Run 1, clock nets:
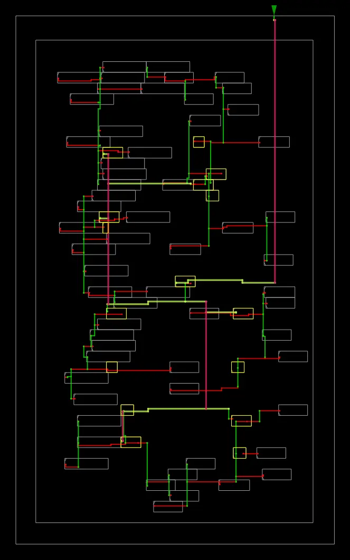
Run 1, met1 routing:
Supply wires on this layer in gray.
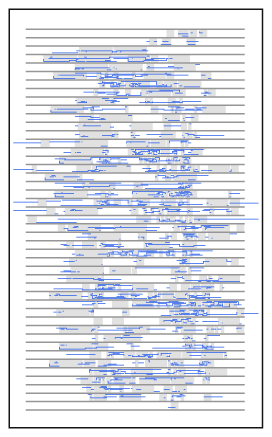
Run 1, clock network drawn from the DEF:
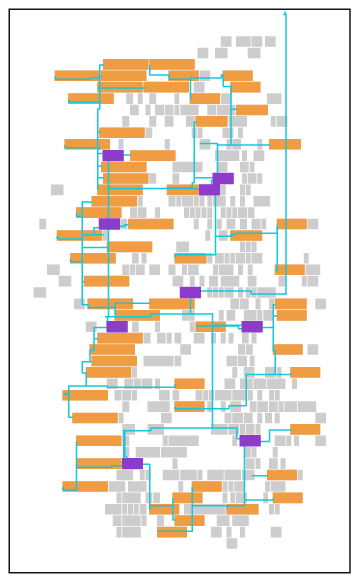
Run 1, drive-strength map:
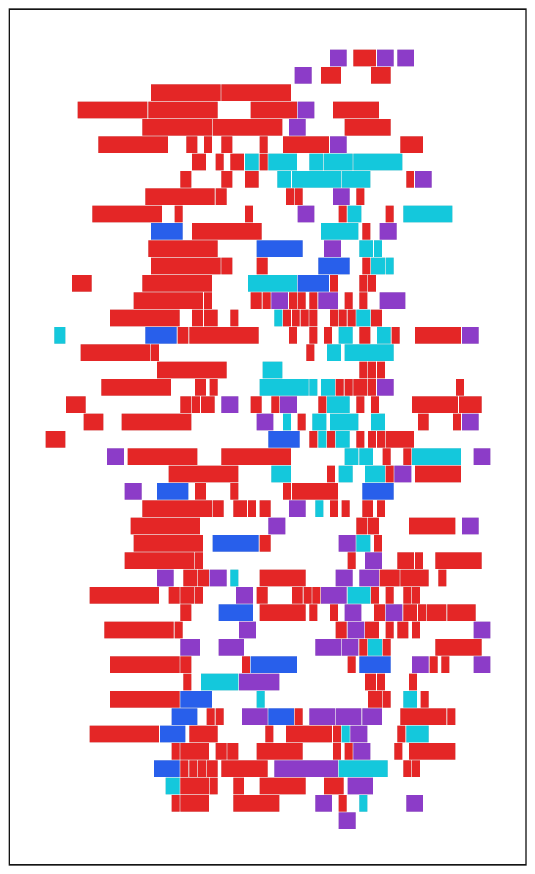
## config.mk

```make
export PLATFORM = sky130hd
export DESIGN_NAME = scan_code_fifo
export DESIGN_NICKNAME = d
export VERILOG_FILES = /design/src/rtl/kbd_pkg.sv /design/src/rtl/sync_fifo.sv /design/src/rtl/scan_code_fifo.sv
export SDC_FILE = /design/constraint.sdc
export NUM_CORES = 1
export LEC_CHECK = 0
export ABC_AREA = 1
export CORE_ASPECT_RATIO = 1.75
export CORE_MARGIN = 5
export CORE_UTILIZATION = 31
export CTS_BUF_LIST = sky130_fd_sc_hd__clkbuf_8
export CTS_CLUSTER_DIAMETER = 50
export DETAILED_ROUTE_END_ITERATION = 16
export PLACE_DENSITY = 0.47
export SYNTH_ARGS = -nofsm -noshare
export SYNTH_HDL_FRONTEND = slang
export SYNTH_SLANG_ARGS = --single-unit
```

## constraint.sdc

```tcl
create_clock -name clk -period 1.79 [get_ports clk]
set_clock_uncertainty 0.15 [all_clocks]
set_input_delay 0.2685 -clock clk [delete_from_list [all_inputs] [get_ports clk]]
set_output_delay 0.2685 -clock clk [all_outputs]
set_load 0.05 [all_outputs]
```

## src/rtl/kbd_pkg.sv

```systemverilog
// Shared constants and width helpers for the keyboard scan-code path.
package kbd_pkg;

  localparam int unsigned SCAN_W = 8;
  localparam logic [SCAN_W-1:0] NO_KEY = 8'h00;

  // Bits needed to hold an occupancy of 0..depth.
  function automatic int unsigned cnt_w(input int unsigned depth);
    return unsigned'($clog2(depth + 1));
  endfunction

  // Bits needed for a counter running 0..n-1, never less than one.
  function automatic int unsigned ctr_w(input int unsigned n);
    return (n <= 2) ? 1 : unsigned'($clog2(n));
  endfunction

endpackage

```

## src/rtl/sync_fifo.sv

```systemverilog
// Small synchronous show-ahead FIFO; the head entry is presented on a register.
module sync_fifo
  import kbd_pkg::*;
#(
  parameter int unsigned DEPTH  = 4,
  parameter int unsigned DATA_W = SCAN_W
) (
  input  logic                     clk,
  input  logic                     reset,
  input  logic                     push,
  input  logic [DATA_W-1:0]        push_data,
  input  logic                     pop,
  output logic [DATA_W-1:0]        out_data,
  output logic                     full,
  output logic                     empty,
  output logic [cnt_w(DEPTH)-1:0]  count
);

  localparam int unsigned PTR_W = $clog2(DEPTH);
  localparam int unsigned CNT_W = cnt_w(DEPTH);

  logic [DATA_W-1:0] mem [DEPTH];
  logic [PTR_W-1:0]  wr_ptr;
  logic [PTR_W-1:0]  rd_ptr;
  logic [PTR_W-1:0]  rd_ptr_nxt;
  logic [CNT_W-1:0]  count_nxt;
  logic [DATA_W-1:0] head_nxt;
  logic              do_push;
  logic              do_pop;

  // Qualify push/pop and work out the occupancy and head after this edge.
  always_comb begin
    do_pop     = pop && !empty;
    do_push    = push && (!full || do_pop);
    rd_ptr_nxt = do_pop ? rd_ptr + PTR_W'(1) : rd_ptr;
    count_nxt  = count;
    if (do_push && !do_pop) begin
      count_nxt = count + CNT_W'(1);
    end else if (!do_push && do_pop) begin
      count_nxt = count - CNT_W'(1);
    end
    // A write into the slot that becomes the head bypasses the array.
    head_nxt = (do_push && (wr_ptr == rd_ptr_nxt)) ? push_data : mem[rd_ptr_nxt];
  end

  // Storage array; contents are only meaningful between the pointers.
  always_ff @(posedge clk) begin
    if (do_push) begin
      mem[wr_ptr] <= push_data;
    end
  end

  // Pointers, occupancy, flags and the registered head.
  always_ff @(posedge clk) begin
    if (reset) begin
      wr_ptr   <= '0;
      rd_ptr   <= '0;
      count    <= '0;
      full     <= 1'b0;
      empty    <= 1'b1;
      out_data <= '0;
    end else begin
      if (do_push) begin
        wr_ptr <= wr_ptr + PTR_W'(1);
      end
      rd_ptr   <= rd_ptr_nxt;
      count    <= count_nxt;
      empty    <= (count_nxt == '0);
      full     <= (count_nxt == CNT_W'(DEPTH));
      out_data <= head_nxt;
    end
  end

endmodule

```

## src/rtl/scan_code_fifo.sv

```systemverilog
// Qualifies level-style scan codes with a stability filter and queues one
// event per key press for a valid/ready consumer.
module scan_code_fifo
  import kbd_pkg::*;
#(
  parameter int unsigned DEPTH         = 4,
  parameter int unsigned DATA_W        = SCAN_W,
  parameter int unsigned STABLE_CYCLES = 2
) (
  input  logic                     clk,
  input  logic                     reset,
  input  logic [DATA_W-1:0]        scan_code,
  input  logic                     scan_code_ready,
  output logic [DATA_W-1:0]        out_data,
  output logic                     out_valid,
  input  logic                     out_ready,
  output logic [cnt_w(DEPTH)-1:0]  count,
  output logic                     overflow,
  input  logic                     clear_ovf
);

  localparam int unsigned CTR_W = ctr_w(STABLE_CYCLES);
  localparam logic [CTR_W-1:0] CTR_MAX = CTR_W'(STABLE_CYCLES - 1);

  logic [DATA_W-1:0] prev_code;
  logic [CTR_W-1:0]  stb_cnt;
  logic              armed;
  logic              hold_c;
  logic              push_c;
  logic              pop_c;
  logic              drop_c;
  logic              fifo_full;
  logic              fifo_empty;

  // A press is "held" when the same nonzero code is seen on consecutive edges.
  always_comb begin
    hold_c = scan_code_ready && (scan_code != DATA_W'(NO_KEY)) && (scan_code == prev_code);
    push_c = hold_c && (stb_cnt == CTR_MAX) && armed;
    pop_c  = out_valid && out_ready;
    drop_c = push_c && fifo_full && !pop_c;
  end

  // Stability counter; armed drops after one event so a held key never repeats.
  always_ff @(posedge clk) begin
    if (reset) begin
      prev_code <= '0;
      stb_cnt   <= '0;
      armed     <= 1'b1;
    end else begin
      prev_code <= scan_code;
      if (!hold_c) begin
        stb_cnt <= '0;
        armed   <= 1'b1;
      end else if (stb_cnt != CTR_MAX) begin
        stb_cnt <= stb_cnt + CTR_W'(1);
      end else if (armed) begin
        armed <= 1'b0;
      end
    end
  end

  // Sticky overflow; a drop on the same edge as a clear keeps it set.
  always_ff @(posedge clk) begin
    if (reset) begin
      overflow <= 1'b0;
    end else if (drop_c) begin
      overflow <= 1'b1;
    end else if (clear_ovf) begin
      overflow <= 1'b0;
    end
  end

  assign out_valid = !fifo_empty;

  sync_fifo #(
    .DEPTH  (DEPTH),
    .DATA_W (DATA_W)
  ) u_fifo (
    .clk       (clk),
    .reset     (reset),
    .push      (push_c),
    .push_data (scan_code),
    .pop       (pop_c),
    .out_data  (out_data),
    .full      (fifo_full),
    .empty     (fifo_empty),
    .count     (count)
  );

endmodule
```

==> results.toml, run 1 <==
# generated from flow reports
[grt]
first_global_vias = 2122
grt_use_total = 0.128
grt_antenna_before_repair = 0

[synth]
post_synth_ao_oa_area_fraction = 0.0937
syn_area_sq_um = 2720
netlist.area_leader.share = 0.353
synth-warning-count = 0

[power_and_ir_drop]
clock_power_share = 0.290
net-switching-power_uw = 1300
switching_part_of_the_total_power = 0.347
pwr_cell_area_nw_per_um2 = 1030
power.internal_uw = 2450

[min_path]
timing.hold.worst_path_depth = 1
holdPathEnd = "u_fifo.mem[2][3]$_DFFE_PP_"

[run_status]
violations_in_the_final_reports = "setup timing"
status = "complete, but fails checks"

[placed_design]
port_buffers = 25

[setup_path]
worstRegToRegCells = 8
critPathLaunch = "prev_code[4]$_SDFF_PP0_"
arrival_worst_endpoint_ns = 1.73
worst-r2r-setup-slack_ns = -0.04
cp_slowest_cell = "sky130_fd_sc_hd__dfxtp_2"
cp_slowest_stage_delay_ns = 0.33
start_kind = "flop"

[cells_and_area]
layout.area.top_class = "sequential cells"
buf_share = 0.146
top_layout_cells = "sky130_fd_sc_hd__buf_4 (43), sky130_fd_sc_hd__nor2_1 (42), sky130_fd_sc_hd__nand2_1 (38)"
num-fill-cells = 842
post_route_cells_drive_above_1_share = 0.352
antenna-diode-count = 0
register_area_sq_um = 1530

[timing]
final_max_slew_viol_count = 0
post-route-worst-setup-slack_ns = -0.0378
timing_worst_slew_pin_value_ns = 0.341
setup_viol = 16

[run]
cap_viol_max_count = 0

[cts]
max_buffers_root_to_sink = 2
cts_setup_buffers = 1
cts-htree-levels = 3
## Picture notes: 'clock nets'
Latency at later pin: 0.34 ns
# clk buffers: 9
number of flip-flops and latches: 60

## Picture notes: 'met1 routing'
- main direction: horizontal
- longest straight run: 32.7 um
- wire length on this layer: 2480 um
met1 track utilization from global routing: 0.135
total detailed-routing wirelength: 6340 um

## Picture notes: 'clock network drawn from the DEF'
- clock wires: cyan (length 869 um)
- cells driving clock nets: purple (count 9)
- flip-flops: orange (count 60)
- routed clock nets: 10

## Picture notes: 'drive-strength map'
- drive 2: cyan (cells 53; share 14%)
- drive 3 to 4: purple (cells 59; share 16%; most used buf_4)
- drive 6 and up: blue (cells 17; share 4.6%; most used clkbuf_8)
- drive 1 or less: red (cells 237; share 65%; most used nor2_1)

==> run 1: state kept, by name (all words and copies together), names as in the netlist <==
signal,cells
armed,1
overflow,1
prev_code,8
stb_cnt,1
u_fifo.count,3
u_fifo.empty,1
u_fifo.full,1
u_fifo.mem,32
u_fifo.out_data,8
u_fifo.rd_ptr,2
u_fifo.wr_ptr,2
==> run 1: per-layer routing <==
metal / vias to the layer above / routed length [um] / part of all wire / global-route usage
li1: 1086 / - / - / -
met1: 980 / 2480 / 0.39 / 0.135
met2: 31 / 3510 / 0.55 / 0.226
met3: 15 / 173 / 0.027 / 0.0349
met4: 0 / 175 / 0.028 / 0.0658
met5: - / 0 / 0 / 0
Run 1, placement by cell class:
The bar under the picture is 20 um long.
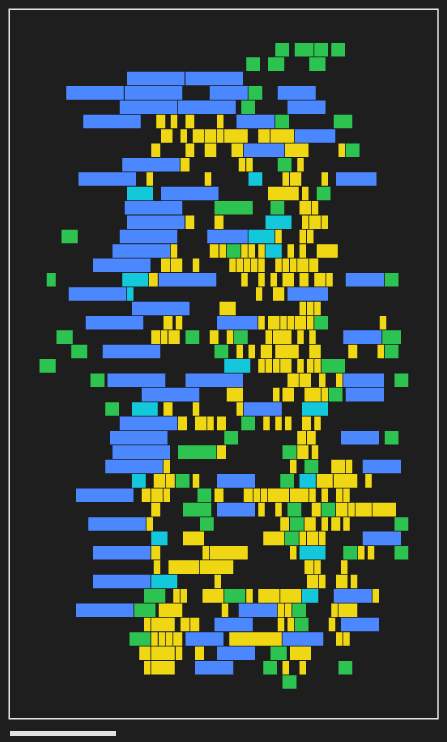

==> run 2: changes to the inputs <==
- CORE_MARGIN: 5 -> 2
- CTS_CLUSTER_SIZE: unset -> 40
Run 2, placement by cell class:
The bar under the picture is 20 um long.
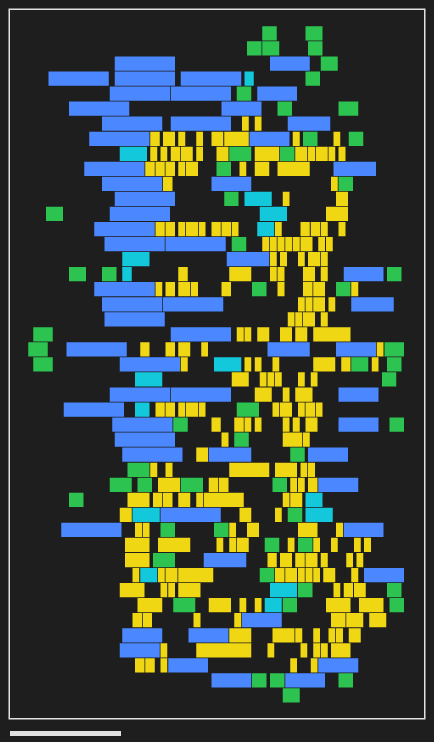
- all other logic: yellow (cells 229)
- flip-flops: blue (cells 60)
- clock drivers and dummy loads: cyan (cells 16)
- other buffers and delay cells: green (cells 58)
FP Rows: 45
post-layout utilization of the core: 0.423
final std cell area, no fill: 3640 sq um
flop share of the area: 0.420

Run 2, drive-strength map:
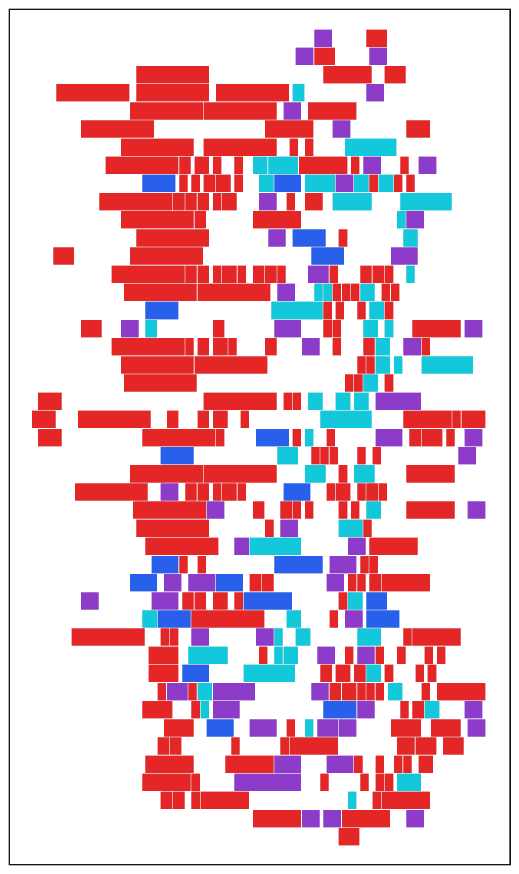
- drive 6 and up: blue (cells 19; share 5.2%; most used clkbuf_8)
- drive 2: cyan (cells 55; share 15%; most used nand2_2)
- drive 1 or less: red (cells 232; share 64%; most used nor2_1)
- drive 3 to 4: purple (cells 57; share 16%; most used buf_4)
setup ws final: -0.0669 ns
layout overhead on the synthesized area: 33.7%

==> results.toml, run 2 <==
# generated from flow reports
[run_status]
violations_in_the_final_reports = "setup timing"
status = "complete, but fails checks"

[cells_and_area]
layout.area.top_class = "sequential cells"
top_layout_cells = "sky130_fd_sc_hd__nor2_1 (40), sky130_fd_sc_hd__buf_4 (39), sky130_fd_sc_hd__nand2_1 (35)"
clock_buffers = 9
buf_share = 0.133
post_route_cells_drive_above_1_share = 0.361
num-fill-cells = 866
seq_cells = 60
largest_register_ff_count = 32
register_area_sq_um = 1530

[power_and_ir_drop]
switching_part_of_the_total_power = 0.348
pwr_cell_area_nw_per_um2 = 1010
power.internal_uw = 2410

[timing]
setup_viol = 38
timing_worst_slew_pin_value_ns = 0.390
post-route-worst-setup-slack_ns = -0.0669

[synth]
netlist.area_leader.share = 0.353
synth-warning-count = 0

[cts]
insertion_delay_ns = 0.34
max_buffers_root_to_sink = 2

[detailed_routing]
met1Wirelength_um = 2370
top_layer = "met4"

[grt]
grt_antenna_before_repair = 0
met3_usage = 0.0377
global_route.peak_usage_layer = "met2"

[setup_path]
start_kind = "flop"
critPathLaunch = "prev_code[0]$_SDFF_PP0_"
worstRegToRegCells = 9
[run 2: cell count changes in the layout (fill, tap and decap cells not counted), sizes merged]
cell           previous run  this run
clkinvlp                  2         1
nor2                     56        57
clkdlybuf4s15             1         3
inv                      46        47
dlymetal6s2s              1         0
buf                      50        46
clkbuf                   10         9
[run 2: worst max-delay path, stage by stage, from the launching register on]
cell                      delay [ns]
sky130_fd_sc_hd__dfxtp_2        0.35
sky130_fd_sc_hd__inv_2          0.04
sky130_fd_sc_hd__nand2_4        0.07
sky130_fd_sc_hd__nand2_4        0.05
sky130_fd_sc_hd__nor3b_4        0.20
sky130_fd_sc_hd__nand3_2        0.13
sky130_fd_sc_hd__nor2_4         0.16
sky130_fd_sc_hd__nand2_8        0.11
sky130_fd_sc_hd__nor2_1         0.11
sky130_fd_sc_hd__buf_4          0.18
Run 2, clock nets:
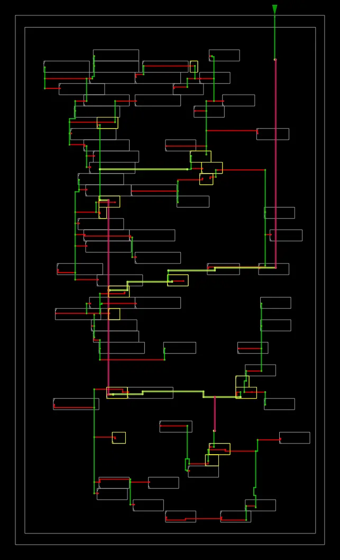

==> run 3: changes to the inputs <==
- GPL_TIMING_DRIVEN: unset -> 0
Run 3, clock nets:
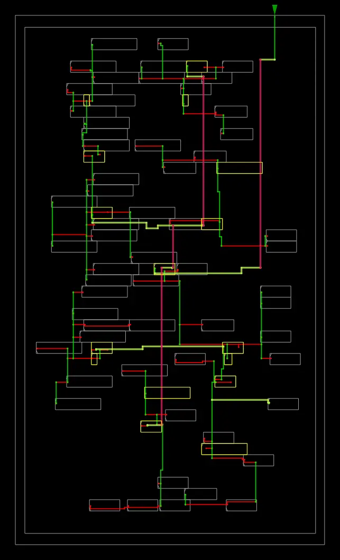
Clock Sinks: 60
Clock Power: 1430 uW

==> results.toml, run 3 <==
# generated from flow reports
[cells_and_area]
largest_regs = "u_fifo.mem x32, prev_code x8, u_fifo.out_data x8"
area_growth_syn_to_layout_pct = 33.7
register_area_sq_um = 1530
seq_cells = 60
layout.area.top_class = "sequential cells"
top_layout_cells = "sky130_fd_sc_hd__nor2_1 (42), sky130_fd_sc_hd__nand2_1 (38), sky130_fd_sc_hd__inv_1 (34)"
post_route_cells_drive_above_1_share = 0.299
antenna-diode-count = 0
sh_seq_area = 0.420
clock_buffers = 9
num-fill-cells = 861
final_design_area_no_fill_sq_um = 3640
largest_register_ff_count = 32
regMostFlops = "u_fifo.mem"

[synth]
syn_area_sq_um = 2720
synth-warning-count = 0
netlist.area_leader.share = 0.353

[setup_path]
start_kind = "flop"
cp_slowest_cell = "sky130_fd_sc_hd__dfxtp_2"
critPathTopFamily = "simple AND/OR/NAND/NOR gates"
critPathLaunch = "prev_code[4]$_SDFF_PP0_"
cp_num_buf_inv = 1
worstRegToRegCells = 10
cp_slowest_stage_delay_ns = 0.33

[timing]
setup_viol = 33
post-route-worst-setup-slack_ns = -0.0851

[cts]
max_buffers_root_to_sink = 2
cts_setup_buffers = 9

[run_status]
status = "complete, but fails checks"
violations_in_the_final_reports = "setup timing"

[power_and_ir_drop]
pwr_cell_area_nw_per_um2 = 1100
power.internal_uw = 2780
net-switching-power_uw = 1240

[grt]
first_global_vias = 2076
grt_use_total = 0.142

[detailed_routing]
routed_wl_um = 6130

[min_path]
timing.hold.worst_path_depth = 1
Run 3, drive-strength map:
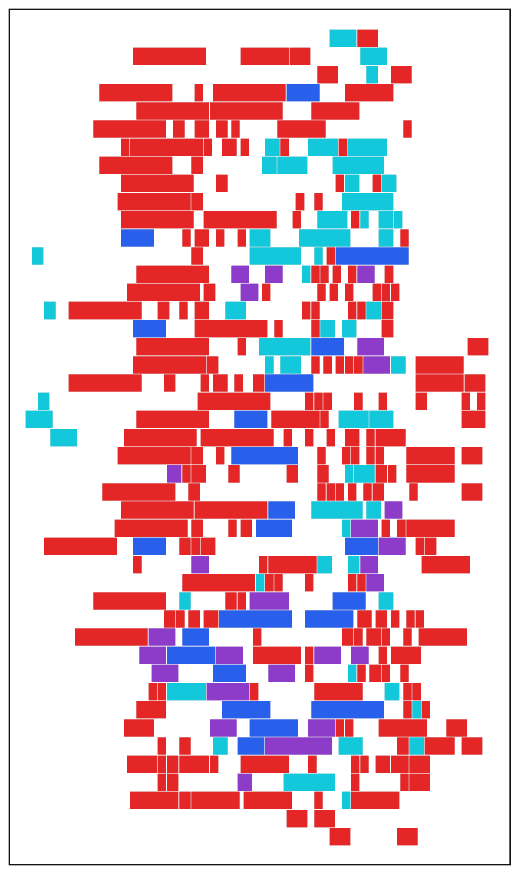
- drive 2: cyan (cells 56; share 16%)
- drive 6 and up: blue (cells 22; share 6.3%; most used clkbuf_8)
- drive 3 to 4: purple (cells 26; share 7.5%; most used buf_4)
- drive 1 or less: red (cells 244; share 70%; most used nor2_1)
setup ws final: -0.0851 ns
non-clock buffer count in the final layout: 44

[run 3: cell counts after synthesis]
No cell type changed its count.
[run 3: routing by layer]
layer | up-vias | part of all wire | global-route usage
met1 | 951 | 0.38 | 0.140
met2 | 32 | 0.56 | 0.251
met5 | - | 0 | 0
li1 | 1045 | - | -
met3 | 13 | 0.026 | 0.0369
met4 | 0 | 0.034 | 0.0903
[run 3: cells by family after synthesis]
logic type | after synthesis | synth area share
simple gates | 126 | 0.218
xor+xnor | 5 | 0.0216
compound gates | 45 | 0.0937
flops | 60 | 0.559
fa+ha+maj | 6 | 0.0276
buf+inv | 52 | 0.0804
Power and IR drop assume default switching activity.
